Figure 1. Wires at chosen ports, followed through buffers (run 1).
Drawn at 2 px/um.
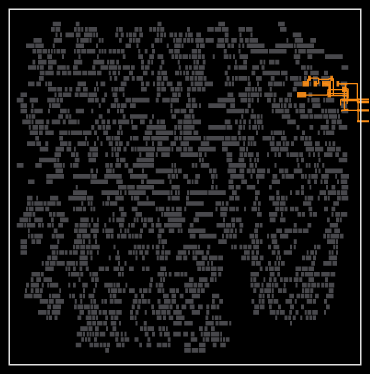
Figure 2. Placed cells, one colour a class (run 1).
Drawn at 2 px/um. Fill, decap, tap and diode cells in grey.
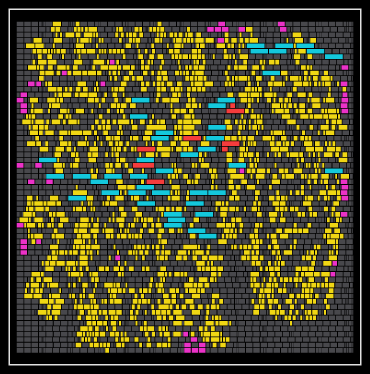
Figure 3. Metal 2 (run 1).
Drawn at 3 px/um. Cells faint in the background.
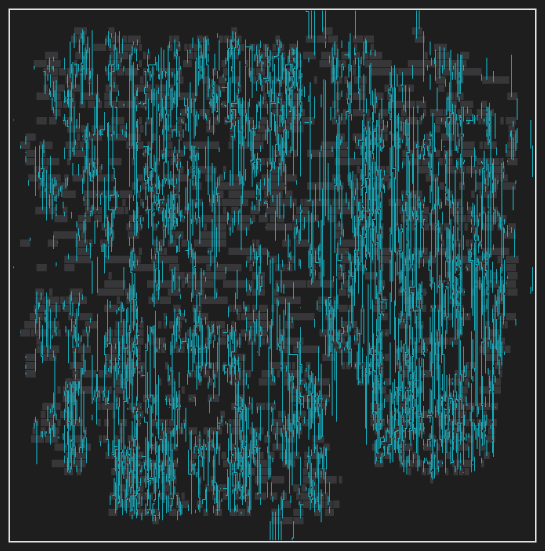
==> src/rtl/snn_pkg.sv <==
// Shared definitions for the coincidence-detecting spiking network:
// combiner mode encodings and the saturating membrane adder.
package snn_pkg;

   typedef enum logic {
      MODE_OR  = 1'b0,
      MODE_AND = 1'b1
   } mode_e;

   localparam int ACC_W_DEFAULT = 8;
   localparam int ACC_MAX = (2 ** (ACC_W_DEFAULT - 1)) - 1;
   localparam int ACC_MIN = -(2 ** (ACC_W_DEFAULT - 1));

   // Callers with a non-default accumulator width pass their own limits.
   function automatic int sat_add(input int acc, input int contrib,
                                  input int hi = ACC_MAX, input int lo = ACC_MIN);
      int s;
      s = acc + contrib;
      if (s > hi)
         s = hi;
      else if (s < lo)
         s = lo;
      return s;
   endfunction

endpackage

==> src/rtl/snn_lif_neuron.sv <==
// Leaky integrate-and-fire neuron with signed weight, bipolar threshold
// and a refractory hold-off after each fire.
module snn_lif_neuron
   import snn_pkg::*;
#(
   parameter int W_W     = 4,
   parameter int TH_W    = 4,
   parameter int ACC_W   = 8,
   parameter int REF_CYC = 2
) (
   input  logic                  clk,
   input  logic                  rst,
   input  logic                  en,
   input  logic                  spk_in,
   input  logic                  sgn_in,
   input  logic signed [W_W-1:0] w,
   input  logic [TH_W-1:0]       th,
   output logic                  spk,
   output logic                  sgn
);

   localparam int RC_W   = (REF_CYC > 0) ? $clog2(REF_CYC + 1) : 1;
   localparam int ACC_HI = (2 ** (ACC_W - 1)) - 1;
   localparam int ACC_LO = -(2 ** (ACC_W - 1));

   logic signed [ACC_W-1:0] acc, acc_nxt;
   logic [RC_W-1:0]         ref_cnt, ref_nxt;
   logic                    spk_nxt, sgn_nxt;
   int                      contrib, sum, leaked;

   // Firing is judged on the saturated sum; leak only applies when nothing arrived.
   always_comb begin
      acc_nxt = acc;
      ref_nxt = ref_cnt;
      spk_nxt = 1'b0;
      sgn_nxt = 1'b0;
      contrib = 0;
      sum     = 0;
      leaked  = 0;
      if (ref_cnt != '0) begin
         ref_nxt = ref_cnt - RC_W'(1);
         acc_nxt = '0;
      end else begin
         contrib = spk_in ? (sgn_in ? -int'(w) : int'(w)) : 0;
         sum     = sat_add(int'(acc), contrib, ACC_HI, ACC_LO);
         leaked  = sum;
         if (contrib == 0) begin
            if (sum > 0)
               leaked = sum - 1;
            else if (sum < 0)
               leaked = sum + 1;
         end
         if (th != '0 && sum >= int'(th)) begin
            spk_nxt = 1'b1;
            acc_nxt = '0;
            ref_nxt = RC_W'(REF_CYC);
         end else if (th != '0 && sum <= -int'(th)) begin
            spk_nxt = 1'b1;
            sgn_nxt = 1'b1;
            acc_nxt = '0;
            ref_nxt = RC_W'(REF_CYC);
         end else begin
            acc_nxt = ACC_W'(leaked);
         end
      end
   end

   always_ff @(posedge clk or posedge rst) begin
      if (rst) begin
         acc     <= '0;
         ref_cnt <= '0;
         spk     <= 1'b0;
         sgn     <= 1'b0;
      end else if (en) begin
         acc     <= acc_nxt;
         ref_cnt <= ref_nxt;
         spk     <= spk_nxt;
         sgn     <= sgn_nxt;
      end
   end

endmodule

==> src/rtl/snn_coinc_net.sv <==
// N_IN hidden LIF neurons feeding one output LIF neuron through an
// OR / AND-coincidence combiner built on the registered hidden spikes.
module snn_coinc_net
   import snn_pkg::*;
#(
   parameter int N_IN    = 2,
   parameter int W_W     = 4,
   parameter int TH_W    = 4,
   parameter int ACC_W   = 8,
   parameter int REF_CYC = 2,
   parameter int WIN     = 4
) (
   input  logic                 clk,
   input  logic                 rst,
   input  logic                 en,
   input  logic                 mode,
   input  logic [N_IN-1:0]      spk_in,
   input  logic [N_IN-1:0]      sgn_in,
   input  logic [N_IN*W_W-1:0]  w_hid,
   input  logic [N_IN*TH_W-1:0] th_hid,
   input  logic [W_W-1:0]       w_out,
   input  logic [TH_W-1:0]      th_out,
   output logic [N_IN-1:0]      spk_hid,
   output logic [N_IN-1:0]      sgn_hid,
   output logic                 spk_out,
   output logic                 sgn_out
);

   localparam int WC_W = $clog2(WIN + 1);

   logic [WC_W-1:0] win_cnt [N_IN];
   logic            prev_mode;
   logic            all_armed, coinc, c_spk, c_sgn;

   for (genvar i = 0; i < N_IN; i++) begin : g_hid
      snn_lif_neuron #(
         .W_W(W_W), .TH_W(TH_W), .ACC_W(ACC_W), .REF_CYC(REF_CYC)
      ) u_lif (
         .clk    (clk),
         .rst    (rst),
         .en     (en),
         .spk_in (spk_in[i]),
         .sgn_in (sgn_in[i]),
         .w      (w_hid[i*W_W +: W_W]),
         .th     (th_hid[i*TH_W +: TH_W]),
         .spk    (spk_hid[i]),
         .sgn    (sgn_hid[i])
      );
   end

   // A channel counts toward a coincidence if it spikes now or its window is still open.
   always_comb begin
      all_armed = 1'b1;
      for (int i = 0; i < N_IN; i++) begin
         if (!spk_hid[i] && win_cnt[i] == '0)
            all_armed = 1'b0;
      end
      coinc = all_armed && (|spk_hid);
      if (mode == MODE_AND) begin
         c_spk = coinc;
         c_sgn = coinc && (|(spk_hid & sgn_hid));
      end else begin
         c_spk = |spk_hid;
         c_sgn = |(spk_hid & sgn_hid);
      end
   end

   // Clearing (coincidence, mode switch, OR mode) beats loading, which beats expiry.
   always_ff @(posedge clk or posedge rst) begin
      if (rst) begin
         prev_mode <= MODE_OR;
         for (int i = 0; i < N_IN; i++)
            win_cnt[i] <= '0;
      end else if (en) begin
         prev_mode <= mode;
         for (int i = 0; i < N_IN; i++) begin
            if (mode != prev_mode || mode == MODE_OR || coinc)
               win_cnt[i] <= '0;
            else if (spk_hid[i])
               win_cnt[i] <= WC_W'(WIN);
            else if (win_cnt[i] != '0)
               win_cnt[i] <= win_cnt[i] - WC_W'(1);
         end
      end
   end

   snn_lif_neuron #(
      .W_W(W_W), .TH_W(TH_W), .ACC_W(ACC_W), .REF_CYC(REF_CYC)
   ) u_out (
      .clk    (clk),
      .rst    (rst),
      .en     (en),
      .spk_in (c_spk),
      .sgn_in (c_sgn),
      .w      (w_out),
      .th     (th_out),
      .spk    (spk_out),
      .sgn    (sgn_out)
   );

endmodule
==> config.mk <==
export PLATFORM = sky130hd
export DESIGN_NAME = snn_coinc_net
export DESIGN_NICKNAME = d
export VERILOG_FILES = /design/src/rtl/snn_pkg.sv /design/src/rtl/snn_lif_neuron.sv /design/src/rtl/snn_coinc_net.sv
export SDC_FILE = /design/constraint.sdc
export NUM_CORES = 1
export LEC_CHECK = 0
export ABC_AREA = 0
export CORE_AREA = 3 3 172 174
export DETAILED_ROUTE_END_ITERATION = 12
export DIE_AREA = 0 0 175 177
export HOLD_SLACK_MARGIN = 0.1
export PLACE_DENSITY_LB_ADDON = 0.08
export REMOVE_ABC_BUFFERS = 1
export SYNTH_ARGS = -nofsm -noshare
export SYNTH_HDL_FRONTEND = slang
export SYNTH_SLANG_ARGS = --single-unit
==> constraint.sdc <==
create_clock -name clk -period 15.3 [get_ports clk]
set_input_delay 1.53 -clock clk [delete_from_list [all_inputs] [get_ports clk]]
set_output_delay 1.53 -clock clk [all_outputs]
set_load 0.02 [all_outputs]
==> results.sh, run 1 <==
# physical design summary
export IMPL_r2r_setup_slack_ps=6070
export IMPL_warnings=37
export IMPL_crit_reg2reg_launch="g_hid[1].u_lif.spk$_DFFE_PP0P_"
export IMPL_nonClockBufferCount=48
export IMPL_drt_iter0_drc=1042
export IMPL_aoi_share=0.322
export IMPL_ys_cells=1585
export IMPL_largest_class="combinational gates"
export IMPL_area_growth_synth_to_final_pct=7.09
export IMPL_grt_usage=0.228
export IMPL_cts_buffer_depth=2
export IMPL_seq_area_frac_synth=0.0963
export IMPL_place_inst=1934
export IMPL_synth_edff_count=0
export IMPL_layout_cells_most_common="ha_1"
export IMPL_wl_per_cell_um=18.5
export IMPL_core_mm2=0.0279
export IMPL_max_slew_margin=0.270
export IMPL_hp_start="win_cnt[0]$_DFFE_PP0P_"
export IMPL_pre_cts_ws_ps=5310
export IMPL_nNonClkInverters=101
export IMPL_cap_violations=0
export IMPL_cp_start_kind="primary input"
export IMPL_synthTopLogicFamily="AND-OR/OR-AND gates"
export IMPL_syn_inst=1585
export IMPL_rsz0062_at_grt="no"
export IMPL_dr_pass1_iters=5
export IMPL_grt_pass1_wl_mm=58.6
export IMPL_critPathRequiredTime_ps=15470
export IMPL_nMultiInputCombCells=1364
export IMPL_area_leaders="ha_1, dfrtp_1, a21oi_1"
export IMPL_synth_top_flop_cell="dfrtp_1"
export IMPL_post_cts_setup_buffers=0
export IMPL_fin_worst_skew_ps=7.84
export IMPL_drc_errors=0
export IMPL_path_clk_slew_ps=70
export IMPL_postCtsHoldBufs=0
export IMPL_clk_latency_ps=290
export IMPL_finalSetupTns_ps=0
export IMPL_seq_power_share=0.138
export IMPL_worstMarginPinSlew_ps=1090
export IMPL_p_clk_uw=129
export IMPL_finalHoldViolations=0
export IMPL_synthAdderAreaFrac=0.209
export IMPL_crit_type="primary input to flip-flop"
export IMPL_min_path_type="flip-flop to flip-flop"
export IMPL_finalCriticalPeriod_ps=9850
export IMPL_dp_hpwl_mm=28.8
export IMPL_grt_antenna_before_repair=1
export IMPL_grt_overflow_total=0
export IMPL_fin_util=0.428
export IMPL_fin_crit_sh=0.644
export IMPL_critPathTopFamily="simple AND/OR/NAND/NOR gates"
export IMPL_ys_flops=43
export IMPL_clk_share=0.0143
export IMPL_htreeDepth=2
export IMPL_comb_area_frac=0.787
export IMPL_pg_seq_uw=161
export IMPL_netlist_top_cell_by_area="ha_1"
export IMPL_fp_util=0.400
export IMPL_comb_power_uw=879
export IMPL_p_per_area_mw_per_mm2=97.6
export IMPL_buf_share=0.0378
export IMPL_grt_pass1_vias=11100
export IMPL_setup_ws_ps=5450
export IMPL_internal_power_uw=534
export IMPL_swShare=0.543
export IMPL_path_max_fanout=20
export IMPL_final_area_mm2=0.0120
export IMPL_xor_share=0.0376
export IMPL_synthDominantCellAreaShare=0.204
export IMPL_comb_area_mm2=0.00942
export IMPL_holdWs_ps=488
export IMPL_num_rows=61
export IMPL_ys_async_sr_fraction=1.00
export IMPL_viasPerCell=6.08
export IMPL_status="complete, no violations"
export IMPL_mostFrequentLayoutCells="ha_1, nor2_1, a21oi_1"
export IMPL_syn_area_mm2=0.0112
export IMPL_setup_viol=0
export IMPL_crit_arrival_ps=10030
export IMPL_cts_buffers=5
export IMPL_chip_area_mm2=0.0310
export IMPL_synth_area_per_cell_um2=7.05
export IMPL_clock_buffers=5
export IMPL_drive_gt1_frac=0.0454
export IMPL_p_comb_frac=0.752
export IMPL_critPathBufInv=3
export IMPL_cts_tree="done"
export IMPL_cp_end_kind="flip-flop"
export IMPL_fin_nets=1780
export IMPL_slew_viol_final=0
export IMPL_simple_gate_share=0.255
export IMPL_p_total_mw=1.17
export IMPL_p_leak_nw=5.68
export IMPL_die_h_um=177
export IMPL_ff_count=43
export IMPL_gp_congestion=0.985
export IMPL_placed_area_mm2=0.0118
export IMPL_cts_sinks=43
export IMPL_max_freq_mhz=101
export IMPL_cts_resized_gates=0
export IMPL_regArea_mm2=0.00108
export IMPL_yosysWarnings=0
export IMPL_power_leader="combinational logic"
export IMPL_sh_seq_area=0.0899
export IMPL_ys_area_mm2=0.0112
export IMPL_critPathSlowestCell="ha_1"
export IMPL_switching_power_uw=635
export IMPL_mux_share=0.0170
export IMPL_crit_path_max_incr_delay_ps=560
export IMPL_n_antenna_cell=0
export IMPL_fp_dieW_um=175
export IMPL_synth_cell_types=89
export IMPL_vdd_ir_drop_max_uv=56.6
export IMPL_nFillCells=2999
export IMPL_grt_max_degree=44
export IMPL_cts_root_buf="clkbuf_16"
export IMPL_stdcell_count=1942
export IMPL_startpoint="w_out[2]"
export IMPL_clkPwrFrac=0.110
export IMPL_taps=378
export IMPL_ant_nets=0
Notes on Figure 1 above:
port	colour	bits	direction	edge	end cells	wire
th_out	orange	4	input	east	11	171 um
Port Buffers: 37
IO Pins: 38

Notes on Figure 2 above:
class	colour	cells	share of their area
clock drivers and dummy loads	red	8	1.5%
all other logic	yellow	1465	85%
flip-flops	cyan	43	9.4%
other buffers and delay cells	magenta	48	3.9%

Notes on Figure 3 above:
main direction	vertical
longest straight run	52.0 um
wire length on this layer	16000 um
met2 Usage GRT: 0.372
final WL: 35.9 mm
DR vias: 11800

## run 1: state kept, by name (all words and copies together), names as in the netlist
register and flops:
u_out.acc 8, u_out.sgn 1, g_hid.u_lif.spk 2, g_hid.u_lif.acc 16, win_cnt 6, g_hid.u_lif.sgn 2
prev_mode 1, g_hid.u_lif.ref_cnt 4, u_out.ref_cnt 2, u_out.spk 1
## run 1: worst paths after layout
kind                                                  endpoint  cells after the start
worst min register to register          win_cnt[0]$_DFFE_PP0P_                      1
max in group asynchronous       g_hid[0].u_lif.sgn$_DFFE_PP0P_                      2
worst max-delay path              u_out.ref_cnt[0]$_DFFE_PP0P_                     33
worst max register to register    u_out.ref_cnt[0]$_DFFE_PP0P_                     34
min in group asynchronous         u_out.ref_cnt[0]$_DFFE_PP0P_                      2
worst min-delay path                    win_cnt[0]$_DFFE_PP0P_                      1
## run 1: synth_stat cells (all sizes together), types with 7 or more instances
cell type    n
o2bb2ai      9
or2         14
o21a        23
a21o        64
mux2i       10
mux2         8
nor3        28
buf         22
a211oi      14
and3        18
nand2      133
nor2       151
and2        29
o31ai        7
o22ai        8
xor2        12
clkbuf      55
xnor2       36
o211ai      15
ha         182
a31oi       25
a21oi      153
or3         19
nand4       44
o21ai      120
dfrtp       43
nand3       40
nand2b      21
o221ai       8
inv        100
a221oi       7
nor4        17
a211o        7
nor2b       20
or4          9
## run 1: per-layer routing
layer	GRT usage	vias to the layer above	part of all wire
li1	-	5865	-
met1	0.324	5537	0.48
met2	0.372	352	0.45
met3	0.0208	61	0.047
met4	0.0552	2	0.025
met5	0	-	0.00042
## run 1: cells by family (layout without fill, tap and decap cells)
group,Yosys count,count (layout)
compound gates,544,544
xor+xnor,48,48
fa+ha+maj,185,185
buf+inv,178,157
flops,43,43
mux,18,18
simple gates,569,569
Figure 4. Routed clock nets over the placement (run 1).
Drawn at 3 px/um.
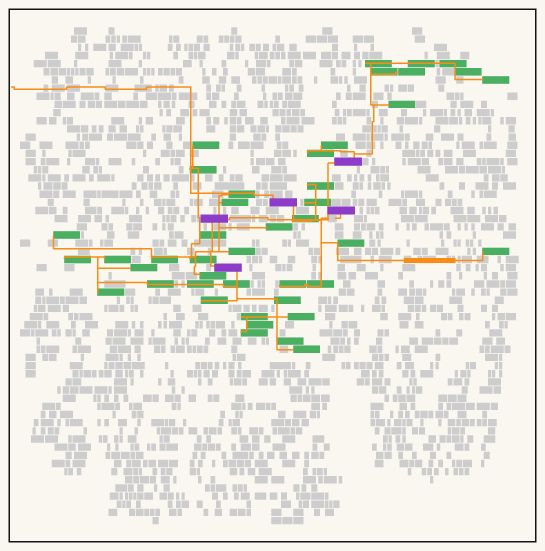

--- run 2 (diff from run 1) ---
clock period = 8.1 ns   (was 15.3 ns; I/O delays follow)
Figure 5. Routed clock nets over the placement (run 2).
Drawn at 3 px/um.
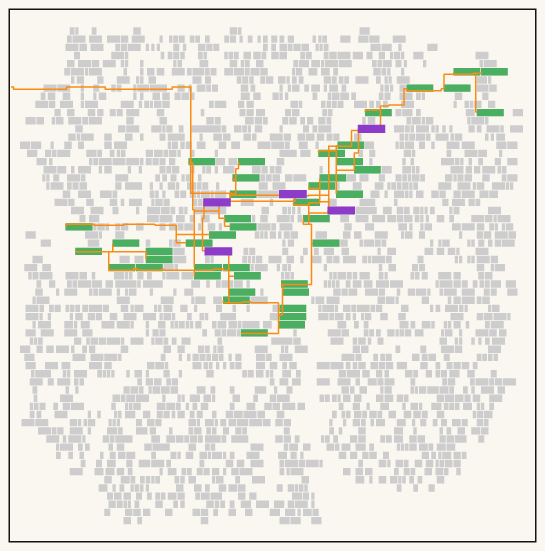
[cells driving clock nets] purple | count: 5
[flip-flops] green | count: 43
[clock wires] orange | length: 717 um
routed clock nets	6

==> run 2 against run 1 <==
  * Design area up 11%
  * Clock power up 81%
  * Non-clock buffer count up 153
==> results.sh, run 2 <==
# physical design summary
export IMPL_port_buffers=37
export IMPL_worstMarginPinSlew_ps=956
export IMPL_ys_cells=1585
export IMPL_stdcell_count=2095
export IMPL_path_max_fanout=8
export IMPL_yosysWarnings=0
export IMPL_n_antenna_cell=0
export IMPL_fin_crit_sh=0.949
export IMPL_placed_area_mm2=0.0129
export IMPL_comb_area_mm2=0.00955
export IMPL_grt_pass1_vias=11600
export IMPL_grt_usage=0.224
export IMPL_synthTopLogicFamily="AND-OR/OR-AND gates"
export IMPL_vdd_ir_drop_max_uv=109
export IMPL_wl_mm=35.5
export IMPL_area_leaders="ha_1, dfrtp_1, a21oi_1"
export IMPL_netlist_top_cell_by_area="ha_1"
export IMPL_critPathSlowestCell="or4_1"
export IMPL_fin_worst_skew_ps=7.90
export IMPL_grt_pass1_wl_mm=58.4
export IMPL_pre_cts_ws_ps=-84.1
export IMPL_max_freq_mhz=130
export IMPL_cp_start_kind="primary input"
export IMPL_grt_max_degree=44
export IMPL_routed_via_count=12200
export IMPL_grt_antenna_before_repair=1
export IMPL_finalHoldViolations=0
export IMPL_ys_flops=43
export IMPL_cts_buffers=5
export IMPL_xor_share=0.0376
export IMPL_cts_tree="done"
export IMPL_drive_gt1_frac=0.144
export IMPL_core_mm2=0.0279
export IMPL_synth_top_flop_cell="dfrtp_1"
export IMPL_mux_share=0.0170
export IMPL_dr_pass1_iters=5
export IMPL_place_inst=2085
export IMPL_nFillCells=2895
export IMPL_viasPerCell=5.81
export IMPL_drc_errors=0
export IMPL_fp_dieW_um=175
export IMPL_cts_buffer_depth=2
export IMPL_ant_nets=0
export IMPL_cts_sinks=43
export IMPL_dp_hpwl_mm=29.6
export IMPL_holdWs_ps=491
export IMPL_top_regs="g_hid.u_lif.acc x16, u_out.acc x8, win_cnt x6"
export IMPL_status="complete, no violations"
export IMPL_max_slew_margin=0.356
export IMPL_setup_ws_ps=414
export IMPL_synth_most_common_cell="ha_1"
export IMPL_mostFrequentLayoutCells="ha_1, buf_4, nor2_1"
export IMPL_top_cells_by_count="ha_1, a21oi_1, nor2_1"
export IMPL_p_per_area_mw_per_mm2=178
export IMPL_p_leak_nw=6.45
export IMPL_ys_async_sr_fraction=1.00
export IMPL_finalCriticalPeriod_ps=7690
export IMPL_cp_end_kind="flip-flop"
export IMPL_p_total_mw=2.36
export IMPL_simple_gate_share=0.255
export IMPL_fp_util=0.400
export IMPL_finalSetupTns_ps=0
export IMPL_slew_viol_final=0
export IMPL_crit_arrival_ps=7840
export IMPL_final_area_mm2=0.0133
export IMPL_ys_area_mm2=0.0112
export IMPL_aoi_share=0.322
export IMPL_htreeDepth=2
export IMPL_chip_area_mm2=0.0310
export IMPL_postCtsHoldBufs=0
export IMPL_io_pins=38
export IMPL_num_rows=61
export IMPL_min_path_type="flip-flop to flip-flop"
export IMPL_gp_congestion=0.893
export IMPL_synth_edff_count=0
export IMPL_rsz0062_at_grt="yes"
export IMPL_syn_area_mm2=0.0112
export IMPL_grt_overflow_total=0
export IMPL_path_clk_slew_ps=70
export IMPL_top_register="g_hid.u_lif.acc"
export IMPL_synth_cell_types=89
export IMPL_drt_iter0_drc=819
export IMPL_largest_register_ffs=16
export IMPL_cts_root_buf="clkbuf_16"
export IMPL_layout_cells_most_common="ha_1"
export IMPL_synthDominantCellAreaShare=0.204
export IMPL_clk_latency_ps=290
export IMPL_synthAdderAreaFrac=0.209
export IMPL_warnings=38
export IMPL_fin_util=0.474
export IMPL_crit_type="primary input to flip-flop"
export IMPL_crit_path_max_incr_delay_ps=570
export IMPL_die_h_um=177
export IMPL_cap_violations=0
export IMPL_synth_area_per_cell_um2=7.05
export IMPL_seq_area_frac_synth=0.0963
export IMPL_wl_per_cell_um=16.9
export IMPL_area_growth_synth_to_final_pct=18.6
export IMPL_syn_inst=1585
export IMPL_setup_viol=0
export IMPL_fin_nets=1933
export IMPL_critPathRequiredTime_ps=8260
export IMPL_regArea_mm2=0.00108
[run 2: path summary, 6_finish.rpt]
path | from | endpoint | slack [ps] | depth (start not counted)
worst max register to register | win_cnt[0]$_DFFE_PP0P_ | u_out.ref_cnt[0]$_DFFE_PP0P_ | 690 | 31
min in group asynchronous | rst | u_out.ref_cnt[0]$_DFFE_PP0P_ | 1030 | 2
worst min register to register | win_cnt[4]$_DFFE_PP0P_ | win_cnt[4]$_DFFE_PP0P_ | 490 | 2
worst max-delay path | w_hid[6] | g_hid[1].u_lif.acc[7]$_DFFE_PP0P_ | 410 | 25
worst min-delay path | win_cnt[4]$_DFFE_PP0P_ | win_cnt[4]$_DFFE_PP0P_ | 490 | 2
max in group asynchronous | rst | g_hid[0].u_lif.spk$_DFFE_PP0P_ | 6420 | 2
[run 2: routing by layer]
layer / vias up / global-route usage / wire length (um)
met4: 2 / 0.0512 / 723
met3: 52 / 0.0223 / 1130
li1: 6163 / - / -
met5: - / 0 / 13
met2: 253 / 0.369 / 15900
met1: 5707 / 0.318 / 17700
[run 2: power breakdown]
group | total, mW | switching (mW) | internal, mW
registers | 0.294 | 0.0340 | 0.260
logic | 1.84 | 1.07 | 0.770
clock network | 0.234 | 0.0886 | 0.146
total | 2.36 | 1.19 | 1.18
[run 2: repair_timing]
item,4_1_cts,5_1_grt
setup buffers,0,2
setup endpoints to repair,0,20
resized,0,33
[run 2: cell type report]
class / instances / share of cell area
clock buffer: 5 / 0.00944
clock inverter: 3 / 0.00330
inverter: 101 / 0.0286
multi-input combinational: 1364 / 0.721
sequential: 43 / 0.0813
tap: 378 / 0.0357
timing repair buffer: 201 / 0.121
[run 2: worst max-delay path: cells and delay by family]
family,cells,cell delay [ps]
compound gates,12,3080
fa+ha+maj,4,1290
buf+inv,1,460
simple gates,8,2180
Power is estimated from default activity; no workload was simulated.
